Design dram_line_reader, sky130hd; sources not shown.
Figure 1. Floorplan with the power grid.
The bar under the picture is 20 µm long. Pins as bars on the die edge.
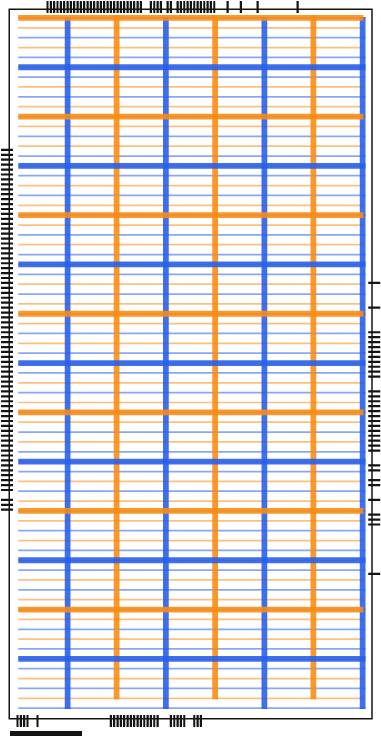
- VDD: orange
- VSS: blue
- met1 rails: 71
- met4 straps: 7
- rows: 70
die height: 195 µm
Die X-Extent: 99.7 µm
Worst VDD drop: 0.493 mV
CORE AREA: 0.0181 mm²

Figure 2. Placement by cell class.
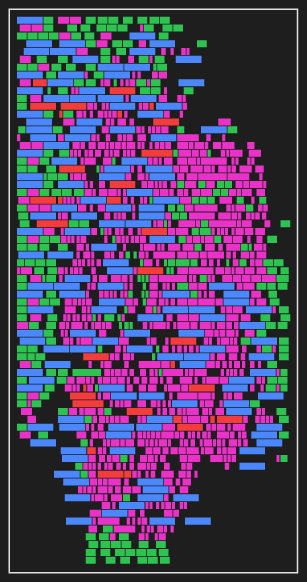
- remaining buffers and delay cells: green (cells 261)
- remaining logic cells: magenta (cells 790)
- registers: blue (cells 142)
- clock drivers and dummy loads: red (cells 32)
Seq area share: 30.0%
Cell Rows: 70
Final Core Density: 65.3%

==> results.json <==
{
  "areaGrowthSynthToFinish_pct": 37.6,
  "p_per_area_mw_per_mm2": 832,
  "htree_levels": 4,
  "synth_top_cell_by_area": "dfrtp_1",
  "critPathKind": "reg -> reg",
  "clk_latency_ns": 0.44,
  "synth_area_mm2": 0.00860,
  "track_usage_pct": 31.6,
  "num-nonclk-buffers": 261,
  "dominant_cells": "logic gates",
  "hold_slack_ns": 0.508,
  "synth_top_flop_cell": "dfrtp_1",
  "finalHoldViolations": 0,
  "ys_types": 73,
  "dr.first_iter.drc_count": 1048,
  "power.leakage_uw": 0.00498,
  "fmax_mhz": 225,
  "outcome": "complete, no violations",
  "initial_core_util_pct": 47.4,
  "n_all_inverters": 40,
  "p_switching_uw": 4480,
  "synth_top_area_share_pct": 41.3,
  "path_cells": "or3_4, or4_4, nor4_4, nor2_4, buf_6, a21oi_4, inv_2, ha_4, a211o_1, nor3b_2, o211ai_2, nand2_4, nor2_4, a21oi_4, ha_4, nand2_4, mux2i_4, a22o_1, a31oi_1",
  "ys_ff": 142,
  "mostFrequentLayoutCell": "clkdlybuf4s50_1",
  "synthAdderAreaFrac_pct": 4.83,
  "fin_nets": 1348,
  "grt_util_met1_pct": 30.8,
  "clock_skew_ns": 0.00950,
  "intPower_uw": 5370,
  "grt_pass1_vias": 9299,
  "edf_count": 0,
  "cts_buffers": 17,
  "busiest_layer": "met2",
  "switching_share_pct": 45.5,
  "xor_area_share_pct": 3.46,
  "finalClockPeriodUsage_pct": 99.0,
  "num_vias": 9129,
  "synth_stat.cells": 975,
  "grt_max_degree": 75,
  "seq_power_uw": 2480,
  "end_kind": "flop",
  "syn_inst": 975,
  "routedWlPerCell_um": 21.6,
  "synthTopCellsByCount": "142 x dfrtp_1, 135 x nand2_1, 115 x nor2_1",
  "grt-ovfl-total": 0,
  "p_clk_share_pct": 14.7,
  "dr.pass1.iters": 6,
  "dp_hpwl_um": 22100,
  "drtAntennaViolNets": 0,
  "grt_first_pass_wirelength_um": 47400,
  "ys_sh_simple_pct": 20.9,
  "n_clock_buffer": 21,
  "grt_antenna_before_repair": 0,
  "io_pins": 186,
  "warning_count": 30,
  "drv_slew": 0,
  "fill_cells": 1349,
  "cp_top_family": "simple AND/OR/NAND/NOR gates",
  "tightest_slew_ns": 0.886,
  "required_ns": 4.78,
  "crit_slowest_cell": "or4_4",
  "synthMuxAreaShare_pct": 7.17,
  "slowest_delay_ns": 0.55,
  "ys_seq_share_pct": 41.3,
  "period_needed_ns": 4.45
}
[per-stage QoR]
| step | setup WS (ns) | total power [µW] | instance area (µm²) | setup TNS (ns) |
|---|---|---|---|---|
| 3_5_place_dp | -1.42 | 7650 | 10700 | -7.66 |
| 4_1_cts | 0.0225 | 9370 | 11600 | 0 |
| 6_report | 0.0472 | 9850 | 11800 | 0 |
| 2_1_floorplan | 0.00919 | 5810 | 8650 | 0 |
| 5_1_grt | -0.109 | 10400 | 11800 | -0.292 |
| 3_3_place_gp | -1.90 | 7460 | 10700 | -275.01 |
[repair_timing]
| item | 4_1_cts | 5_1_grt |
|---|---|---|
| pin swaps | 16 | 21 |
| gates cloned | 0 | 0 |
| resized | 34 | 36 |
| endpoints found under the setup margin | 8 | 5 |
| buffers inserted | 20 | 16 |
Power figures rest on the tool's default switching activity, not on a simulated workload.
